**src/rtl/lin_conv_stream_if.sv**
```systemverilog
// Stream bundle for lin_conv_stream: coefficient load port, sample input and result output.
// The master side is the source/sink environment; the slave side is the convolution engine.
interface lin_conv_stream_if #(
   parameter int DW   = 4,
   parameter int TAPS = 4
);
   localparam int ACCW = 2 * DW + $clog2(TAPS);

   logic            coef_valid;
   logic [DW-1:0]   coef_data;
   logic            coef_ready;
   logic            s_valid;
   logic [DW-1:0]   s_data;
   logic            s_last;
   logic            s_ready;
   logic            m_valid;
   logic [ACCW-1:0] m_data;
   logic            m_last;
   logic            m_ready;

   modport master (
      output coef_valid, coef_data, s_valid, s_data, s_last, m_ready,
      input  coef_ready, s_ready, m_valid, m_data, m_last
   );

   modport slave (
      input  coef_valid, coef_data, s_valid, s_data, s_last, m_ready,
      output coef_ready, s_ready, m_valid, m_data, m_last
   );
endinterface

```
**src/rtl/lin_conv_stream.sv**
```systemverilog
// Streaming linear convolution y[n] = sum h[k]*x[n-k] with serial coefficient load
// and automatic zero-flush of the TAPS-1 tail outputs after each sequence.
module lin_conv_stream #(
   parameter int DW     = 4,
   parameter int TAPS   = 4,
   parameter bit SIGNED = 1'b0
) (
   input  logic             clk,
   input  logic             rst,
   lin_conv_stream_if.slave bus
);
   localparam int ACCW = 2 * DW + $clog2(TAPS);
   localparam int CW   = $clog2(TAPS);
   localparam logic [CW-1:0] LAST_IDX = CW'(TAPS - 1);
   localparam logic [CW-1:0] ONE      = CW'(1);

   typedef enum logic [1:0] {COEF, RUN, FLUSH} state_t;

   state_t          state_q, state_d;
   logic [DW-1:0]   h_q    [TAPS];
   logic [DW-1:0]   h_d    [TAPS];
   logic [DW-1:0]   hist_q [TAPS-1];
   logic [DW-1:0]   hist_d [TAPS-1];
   logic [CW-1:0]   coef_cnt_q, coef_cnt_d;
   logic [CW-1:0]   flush_cnt_q, flush_cnt_d;
   logic            seq_active_q, seq_active_d;
   logic            m_valid_q, m_valid_d;
   logic [ACCW-1:0] m_data_q, m_data_d;
   logic            m_last_q, m_last_d;

   logic                   out_free, coef_rdy, s_rdy;
   logic                   coef_acc, s_acc, flush_step, shift;
   logic [DW-1:0]          tap_p0 [TAPS];
   logic signed [ACCW-1:0] acc_p0;

   function automatic logic signed [ACCW-1:0] ext(input logic [DW-1:0] v);
      return {{(ACCW-DW){SIGNED & v[DW-1]}}, v};
   endfunction

   always_comb begin
      out_free = !m_valid_q || bus.m_ready;
      coef_rdy = 1'b0;
      s_rdy    = 1'b0;
      case (state_q)
         COEF: coef_rdy = 1'b1;
         RUN: begin
            coef_rdy = !seq_active_q && !m_valid_q;
            s_rdy    = out_free && !(bus.coef_valid && coef_rdy);
         end
         default: ;
      endcase
      coef_acc   = bus.coef_valid && coef_rdy;
      s_acc      = bus.s_valid && s_rdy;
      flush_step = (state_q == FLUSH) && out_free;
      shift      = s_acc || flush_step;
   end

   // stage p0: post-shift delay line and multiply-accumulate
   always_comb begin
      tap_p0[0] = s_acc ? bus.s_data : '0;
      for (int k = 1; k < TAPS; k++) tap_p0[k] = hist_q[k-1];
      acc_p0 = '0;
      for (int k = 0; k < TAPS; k++) acc_p0 = acc_p0 + ext(h_q[k]) * ext(tap_p0[k]);
   end

   always_comb begin
      state_d      = state_q;
      h_d          = h_q;
      hist_d       = hist_q;
      coef_cnt_d   = coef_cnt_q;
      flush_cnt_d  = flush_cnt_q;
      seq_active_d = seq_active_q;
      m_valid_d    = m_valid_q;
      m_data_d     = m_data_q;
      m_last_d     = m_last_q;

      if (bus.m_ready) m_valid_d = 1'b0;
      if (shift) begin
         m_valid_d = 1'b1;
         m_data_d  = acc_p0;
         m_last_d  = flush_step && (flush_cnt_q == ONE);
         for (int k = 0; k < TAPS - 1; k++) hist_d[k] = tap_p0[k];
      end

      case (state_q)
         COEF: begin
            if (coef_acc) begin
               h_d[coef_cnt_q] = bus.coef_data;
               if (coef_cnt_q == LAST_IDX) begin
                  coef_cnt_d = '0;
                  state_d    = RUN;
               end else begin
                  coef_cnt_d = coef_cnt_q + ONE;
               end
            end
         end
         RUN: begin
            if (coef_acc) begin
               h_d[0]     = bus.coef_data;
               coef_cnt_d = ONE;
               state_d    = COEF;
            end else if (s_acc) begin
               seq_active_d = 1'b1;
               if (bus.s_last) begin
                  flush_cnt_d = LAST_IDX;
                  state_d     = FLUSH;
               end
            end
         end
         FLUSH: begin
            if (flush_step) begin
               flush_cnt_d = flush_cnt_q - ONE;
               // Final tail output: leave no residue for the next sequence.
               if (flush_cnt_q == ONE) begin
                  for (int k = 0; k < TAPS - 1; k++) hist_d[k] = '0;
                  seq_active_d = 1'b0;
                  state_d      = RUN;
               end
            end
         end
         default: state_d = COEF;
      endcase
   end

   // stage p1: output register and control state
   always_ff @(posedge clk) begin
      if (rst) begin
         state_q      <= COEF;
         for (int k = 0; k < TAPS; k++) h_q[k] <= '0;
         for (int k = 0; k < TAPS - 1; k++) hist_q[k] <= '0;
         coef_cnt_q   <= '0;
         flush_cnt_q  <= '0;
         seq_active_q <= 1'b0;
         m_valid_q    <= 1'b0;
         m_data_q     <= '0;
         m_last_q     <= 1'b0;
      end else begin
         state_q      <= state_d;
         h_q          <= h_d;
         hist_q       <= hist_d;
         coef_cnt_q   <= coef_cnt_d;
         flush_cnt_q  <= flush_cnt_d;
         seq_active_q <= seq_active_d;
         m_valid_q    <= m_valid_d;
         m_data_q     <= m_data_d;
         m_last_q     <= m_last_d;
      end
   end

   assign bus.coef_ready = coef_rdy;
   assign bus.s_ready    = s_rdy;
   assign bus.m_valid    = m_valid_q;
   assign bus.m_data     = m_data_q;
   assign bus.m_last     = m_last_q;
endmodule
```
**src/flat_wrapper.sv**
```systemverilog
// flat-port wrapper written by rule: the top's interface ports become plain ports
module lin_conv_stream_flat 
#(
   parameter int DW     = 4,
   parameter int TAPS   = 4,
   parameter bit SIGNED = 1'b0
)
  (clk, rst, bus_coef_valid, bus_coef_data, bus_s_valid, bus_s_data, bus_s_last, bus_m_ready, bus_coef_ready, bus_s_ready, bus_m_valid, bus_m_data, bus_m_last);
  lin_conv_stream_if #(.DW(DW), .TAPS(TAPS)) bus_i ();
  input  logic clk;
  input  logic rst;
  input wire logic [$bits(bus_i.coef_valid)-1:0] bus_coef_valid;
  input wire logic [$bits(bus_i.coef_data)-1:0] bus_coef_data;
  input wire logic [$bits(bus_i.s_valid)-1:0] bus_s_valid;
  input wire logic [$bits(bus_i.s_data)-1:0] bus_s_data;
  input wire logic [$bits(bus_i.s_last)-1:0] bus_s_last;
  input wire logic [$bits(bus_i.m_ready)-1:0] bus_m_ready;
  output wire logic [$bits(bus_i.coef_ready)-1:0] bus_coef_ready;
  output wire logic [$bits(bus_i.s_ready)-1:0] bus_s_ready;
  output wire logic [$bits(bus_i.m_valid)-1:0] bus_m_valid;
  output wire logic [$bits(bus_i.m_data)-1:0] bus_m_data;
  output wire logic [$bits(bus_i.m_last)-1:0] bus_m_last;
  assign bus_i.coef_valid = bus_coef_valid;
  assign bus_i.coef_data = bus_coef_data;
  assign bus_i.s_valid = bus_s_valid;
  assign bus_i.s_data = bus_s_data;
  assign bus_i.s_last = bus_s_last;
  assign bus_i.m_ready = bus_m_ready;
  assign bus_coef_ready = bus_i.coef_ready;
  assign bus_s_ready = bus_i.s_ready;
  assign bus_m_valid = bus_i.m_valid;
  assign bus_m_data = bus_i.m_data;
  assign bus_m_last = bus_i.m_last;
  lin_conv_stream #(.DW(DW), .TAPS(TAPS), .SIGNED(SIGNED)) u_core (.clk(clk), .rst(rst), .bus(bus_i));
endmodule
```
**config.mk**
```make
export PLATFORM = sky130hd
export DESIGN_NAME = lin_conv_stream_flat
export DESIGN_NICKNAME = d
export VERILOG_FILES = /design/src/rtl/lin_conv_stream_if.sv /design/src/rtl/lin_conv_stream.sv /design/src/flat_wrapper.sv
export SDC_FILE = /design/constraint.sdc
export NUM_CORES = 1
export LEC_CHECK = 0
export CAP_MARGIN = 20
export CORE_ASPECT_RATIO = 0.8
export CORE_UTILIZATION = 50
export DETAILED_ROUTE_END_ITERATION = 16
export HOLD_SLACK_MARGIN = 0.03
export PLACE_DENSITY = 0.75
export SLEW_MARGIN = 20
export SYNTH_ARGS = -nofsm -noshare
export SYNTH_HDL_FRONTEND = slang
export SYNTH_SLANG_ARGS = --single-unit
```
**constraint.sdc**
```tcl
create_clock -name clk -period 6.6 [get_ports clk]
set_clock_uncertainty 0.1 [all_clocks]
set_input_delay 0.66 -clock clk [delete_from_list [all_inputs] [get_ports clk]]
set_output_delay 0.66 -clock clk [all_outputs]
set_load 0.005 [all_outputs]
```
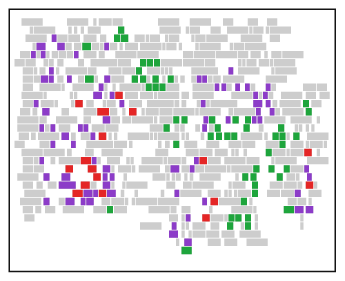
Run 1: gate families picked out
Drawn at 3 px/um.
| family | color | cells | most used |
|---|---|---|---|
| inverting AOI/OAI gates | purple | 77 | a21oi_1 |
| AND and OR gates | green | 54 | and2_1 |
| AND-OR and OR-AND gates | red | 17 | a21o_1 |
final std cells w/o fill: 647
combinational share of cell area: 64.46%
most frequent logic cell in the layout: inv_1

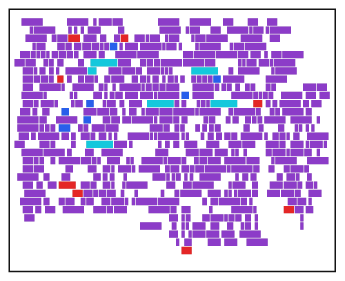
Run 1: sizing map
Drawn at 3 px/um.
| size | color | cells | most used |
|---|---|---|---|
| drive 3 to 4 | blue | 7 | buf_4 |
| drive 1 or less | purple | 514 | inv_1 |
| drive 2 | red | 8 | or4b_2 |
| drive 6 and up | cyan | 6 | clkbuf_16 |
area grow syn2layout: 10.43%
Post-Layout Inst Area: 0.004981 mm^2
Setup WS post-layout: 608.3 ps

==> run_results.csv, run 1 <==
group,metric,value,unit
final_layout,num-multi-input-gates,385,
final_layout,nets,642,
final_timing,holdWs,373.3,ps
final_layout,largest_register_ffs,16,
setup_path,crit_type,"in2reg",
pwr,switchingPower,0.0001436,W
placed_design,placed_cells,639,
routing,ant_nets,0,
setup_path,cp-start-kind,"input pin",
routing,drt_iter0_drc,214,
setup_path,crit_path_end_kind,"register",
final_layout,utilization,57.70,%
grt,busiest_layer,"met2",
setup_path,arrival,6090,ps
synth,syn_inst,514,
synth,syn-num-nets,622,
final_layout,nClkBuffers,5,
grt,grtUsageTotal,23.14,%
floorplanning,die-height,86.95,um
final_layout,dominant-cell-class,"combinational gates",
synth,ys.flop_type,"dfxtp_1",
setup_path,cp_slowest_stage_delay,570,ps
setup_path,critPathSlowestCell,"fa_1",
cts,cts.path.max_buffers,2,
grt,overflow,0,
final_timing,hold_viol,0,
setup_path,worstSetupStartpoint,"bus_coef_valid",
final_timing,setup-violations-final,0,
floorplanning,core,0.008633,mm^2
cts,clock_latency,290,ps
status,outcome,"finished, final reports clean",
grt,grt_max_degree,33,
cts,postCtsHoldBufs,0,
routing,post-route-drc-count,0,
floorplanning,tap_cells,112,
synth,enable_flop_cells,0,
final_layout,max_flop_register,"u_core.h_q",
routing,avgViaCountPerCell,5.580,
cts,post_cts_buffers,0,
routing,wl_met1,4.990,mm
setup_path,worstRegToRegCells,19,
setup_path,crit_required,6700,ps
pwr,switching_share,24.10,%
cts,cts_resized,0,
grt,antenna_found_initial,0,
cts,root_buffer,"clkbuf_16",
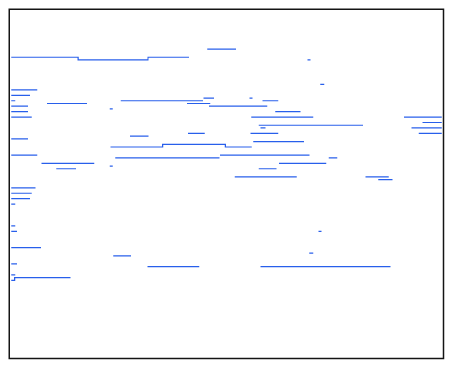
Run 1: signal wires on met3
Drawn at 4 px/um.
longest straight run: 32.2 um
share of all routed wire: 4.8%
nets with wire on the layer: 47
main direction: horizontal
wire length on this layer: 480 um
Vias: 3610
WL final: 10.08 mm
GR met3 Demand/Resource: 3.366%

[run 1: cells by family after synthesis]
kind of cell	count (synthesis)	synth area share (%)
AND/OR/NAND/NOR	164	19.42
AND-OR/OR-AND	94	13.37
adder cells (fa/ha/maj)	94	31.40
buffers and inverters	82	8.017
flip-flops	47	20.86
multiplexers	18	4.022
XOR/XNOR	15	2.913
[run 1: cell usage in the layout, fill, tap and decap left out, types with 12 or more instances in the layout]
| master | count |
|---|---|
| inv_1 | 64 |
| ha_1 | 62 |
| dfxtp_1 | 47 |
| and2_1 | 36 |
| nor2_1 | 34 |
| a21oi_1 | 32 |
| fa_1 | 32 |
| clkdlybuf4s50_1 | 27 |
| nand3_1 | 24 |
| nand2_1 | 21 |
| mux2i_1 | 17 |
| and3_1 | 12 |
==> run 1 -> run 2 <==
--- a/config.mk
+++ b/config.mk
@@ -7,10 +7,11 @@
 export LEC_CHECK = 0
 export CAP_MARGIN = 20
 export CORE_ASPECT_RATIO = 0.8
-export CORE_UTILIZATION = 50
+export CORE_MARGIN = 2
+export CORE_UTILIZATION = 30
 export DETAILED_ROUTE_END_ITERATION = 16
 export HOLD_SLACK_MARGIN = 0.03
-export PLACE_DENSITY = 0.75
+export PLACE_DENSITY = 0.52
 export SLEW_MARGIN = 20
 export SYNTH_ARGS = -nofsm -noshare
 export SYNTH_HDL_FRONTEND = slang
==> run 2 against run 1 <==
Net effect:
- sequential cell count did not move
- area after synthesis is the same
- sequential power is essentially flat
- clock power increased by 31%
- die size up 70%
- critical endpoint is now u_core.bus.m_data[9]
- largest cell class unchanged
- highest routed layer unchanged
==> run_results.csv, run 2 <==
group,metric,value,unit
setup_path,worstSetupStartpoint,"bus_coef_valid",
cts,cts_resized,0,
pwr,switching_share,21.61,%
final_timing,fin_ws,448.5,ps
synth,syn-num-nets,622,
synth,syn_inst,514,
final_layout,max_flop_register,"u_core.h_q",
status,outcome,"finished, final reports clean",
floorplanning,tap_cells,189,
final_timing,setup-violations-final,0,
setup_path,crit_type,"in2reg",
grt,antenna_found_initial,0,
setup_path,critPathSlowestCell,"fa_1",
final_layout,mostFrequentLayoutCells,"64 x inv_1, 62 x ha_1, 47 x dfxtp_1",
routing,post-route-drc-count,0,
cts,post_cts_buffers,0,
cts,clock_latency,290,ps
final_layout,dominant-cell-class,"combinational gates",
setup_path,cp_slowest_stage_delay,560,ps
routing,wl_met1,5.637,mm
[run 2: cell count changes in the layout (fill, tap and decap cells not counted)]
cell | before | now
buf_4 | 4 | 6
nor2_2 | 1 | 0
buf_6 | 0 | 1
inv_6 | 1 | 0
nor2_1 | 34 | 35
clkinvlp_4 | 2 | 1
bufinv_16 | 0 | 2
[run 2: cell families (layout without fill, tap and decap cells)]
family | after synthesis | count (layout) | share of synthesized area [%]
AND-OR/OR-AND | 94 | 94 | 13.37
XOR/XNOR | 15 | 15 | 2.913
adder cells (fa/ha/maj) | 94 | 94 | 31.40
buffers and inverters | 82 | 106 | 8.017
flip-flops | 47 | 47 | 20.86
multiplexers | 18 | 18 | 4.022
AND/OR/NAND/NOR | 164 | 164 | 19.42
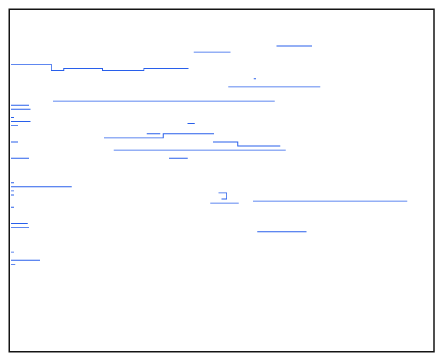
Run 2: signal wires on met3
Drawn at 3 px/um.
main direction: horizontal
nets with wire on the layer: 30
GR met3 Demand/Resource: 2.309%
WL final: 10.60 mm
Vias: 3522

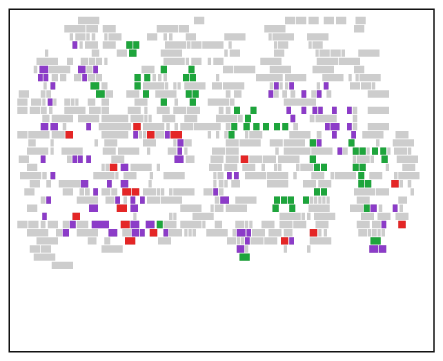
Run 2: gate families picked out
Drawn at 3 px/um.
| family | color | cells | most used |
|---|---|---|---|
| AND-OR and OR-AND gates | red | 17 | a21o_1 |
| inverting AOI/OAI gates | purple | 77 | a21oi_1 |
| AND and OR gates | green | 54 | and2_1 |
combinational share of cell area: 62.35%
final std cells w/o fill: 727

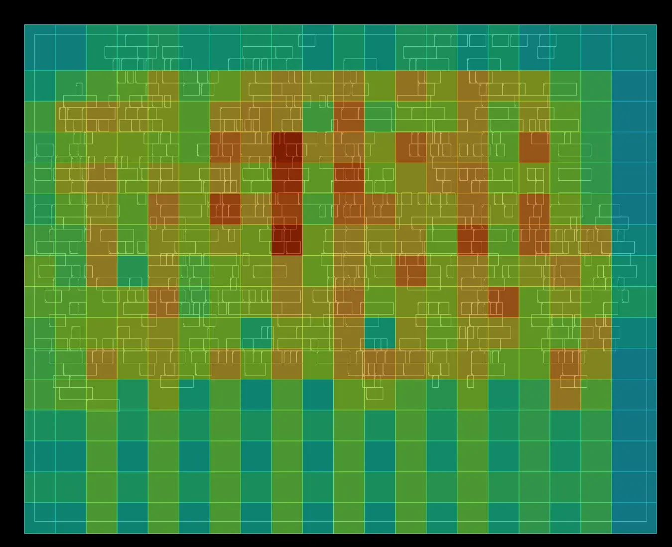
Run 2: congestion heat map
grt peak-use layer: met1
routed length per instance: 14.58 um

Run 2, sizing map:
Drawn at 3 px/um.
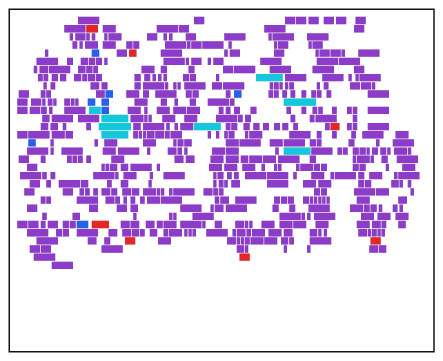

==> run 2 -> run 3 <==
--- a/config.mk
+++ b/config.mk
@@ -12,6 +12,7 @@
 export DETAILED_ROUTE_END_ITERATION = 16
 export HOLD_SLACK_MARGIN = 0.03
 export PLACE_DENSITY = 0.52
+export RECOVER_POWER = 100
 export SLEW_MARGIN = 20
 export SYNTH_ARGS = -nofsm -noshare
 export SYNTH_HDL_FRONTEND = slang
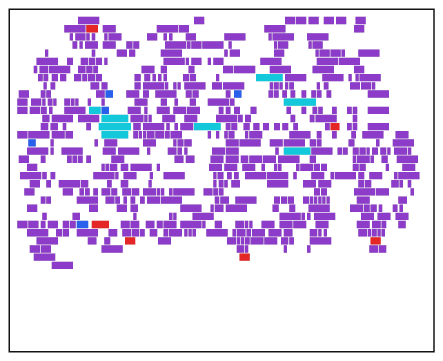
Run 3: sizing map
Drawn at 3 px/um.
| size | color | cells | most used |
|---|---|---|---|
| drive 2 | red | 6 | or4b_2 |
| drive 3 to 4 | blue | 5 | buf_4 |
| drive 6 and up | cyan | 8 | clkbuf_16 |
| drive 1 or less | purple | 519 | inv_1 |
Post-Layout Inst Area: 0.005132 mm^2
Setup WS post-layout: 482.6 ps
non-clock buffer count: 34

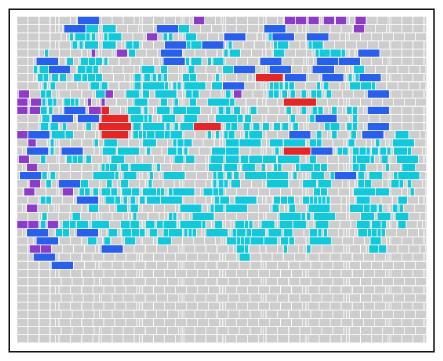
Run 3: placement by cell class
Drawn at 3 px/um. Fill, decap, tap and diode cells in gray.
| class | color | cells |
|---|---|---|
| other buffers and delay cells | purple | 34 |
| clock drivers and dummy loads | red | 8 |
| flops | blue | 47 |
| all other logic | cyan | 449 |
Core ar.: 0.01486 mm^2
# rows: 40

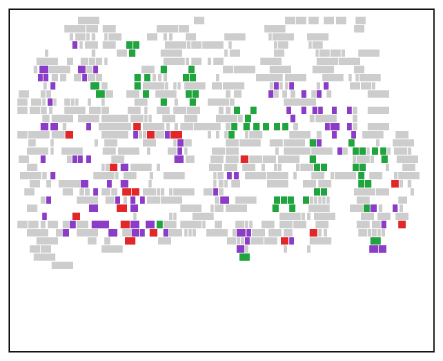
Run 3: gate families picked out
Drawn at 3 px/um.
| family | color | cells | most used |
|---|---|---|---|
| AND-OR and OR-AND gates | red | 17 | a21o_1 |
| AND and OR gates | green | 54 | and2_1 |
| inverting AOI/OAI gates | purple | 77 | a21oi_1 |
combinational share of cell area: 62.48%

==> run 3 against run 2 <==
Net effect:
- fmax grew 0.56%
- critical path depth unchanged
- sequential cell count stayed put
- via count up 0.74%
- wire length barely moved
- area after synthesis unchanged
- utilization is 0.084 points lower
- non-clock buffer count stayed put
- sequential share of layout area is essentially flat
==> run_results.csv, run 3 <==
group,metric,value,unit
status,outcome,"finished, final reports clean",
setup_path,crit_type,"in2reg",
synth,simple_gate_area_share,19.42,%
routing,vias,3548,
final_layout,instances_no_fill,727,
synth,syn_inst,514,
synth,yosys.area_share.xor_xnor,2.913,%
final_timing,fmax,163.5,MHz
final_layout,max_flop_register,"u_core.h_q",
routing,post-route-drc-count,0,
cts,clock_latency,290,ps
synth,syn-num-nets,622,
synth,synthAoiAreaFrac,13.37,%
synth,synth-seq-cells,47,
routing,wl_per_cell,14.59,um
pwr,switching_share,21.59,%
placed_design,placed_cell_area,0.004952,mm^2
hold_path,hold_depth,2,
final_timing,setup-violations-final,0,
setup_path,critPathSlowestCell,"fa_1",
routing,routed_wl,10.61,mm
final_layout,mostFrequentLayoutCells,"64 x inv_1, 62 x ha_1, 47 x dfxtp_1",
cts,cts_resized,0,
synth,ys_sh_mux,4.022,%
setup_path,worstSetupStartpoint,"bus_m_ready",
cts,post_cts_buffers,0,
-- run 3: layer usage --
metal	GRT usage (%)	vias up	wire [um]
met5	0	-	0
met4	1.800	0	40
met3	2.309	4	527
met2	20.55	56	4469
met1	21.86	1698	5569
li1	-	1790	-
-- run 3: area by class of cell --
cell class	instances	share of cell area (%)
timing repair buffer	34	6.143
clock buffer	5	2.438
inverter	64	4.681
clock inverter	3	1.316
tap	189	4.608
sequential	47	18.33
multi-input combinational	385	62.48
-- run 3: tightest hold or removal path, delay by kind of cell (launching register included) --
family                 cells  cell delay [ps]
DFF                        1              300
AOI/OAI and AO/OA          1               60
buffers and inverters      1               60
-- run 3: cell families after synthesis --
kind of cell    Yosys count
simple gates            164
compound gates           94
fa+ha+maj                94
buf+inv                  82
flops                    47
mux                      18
xor+xnor                 15
No activity file was given, so power comes from the tool's default toggle rates.
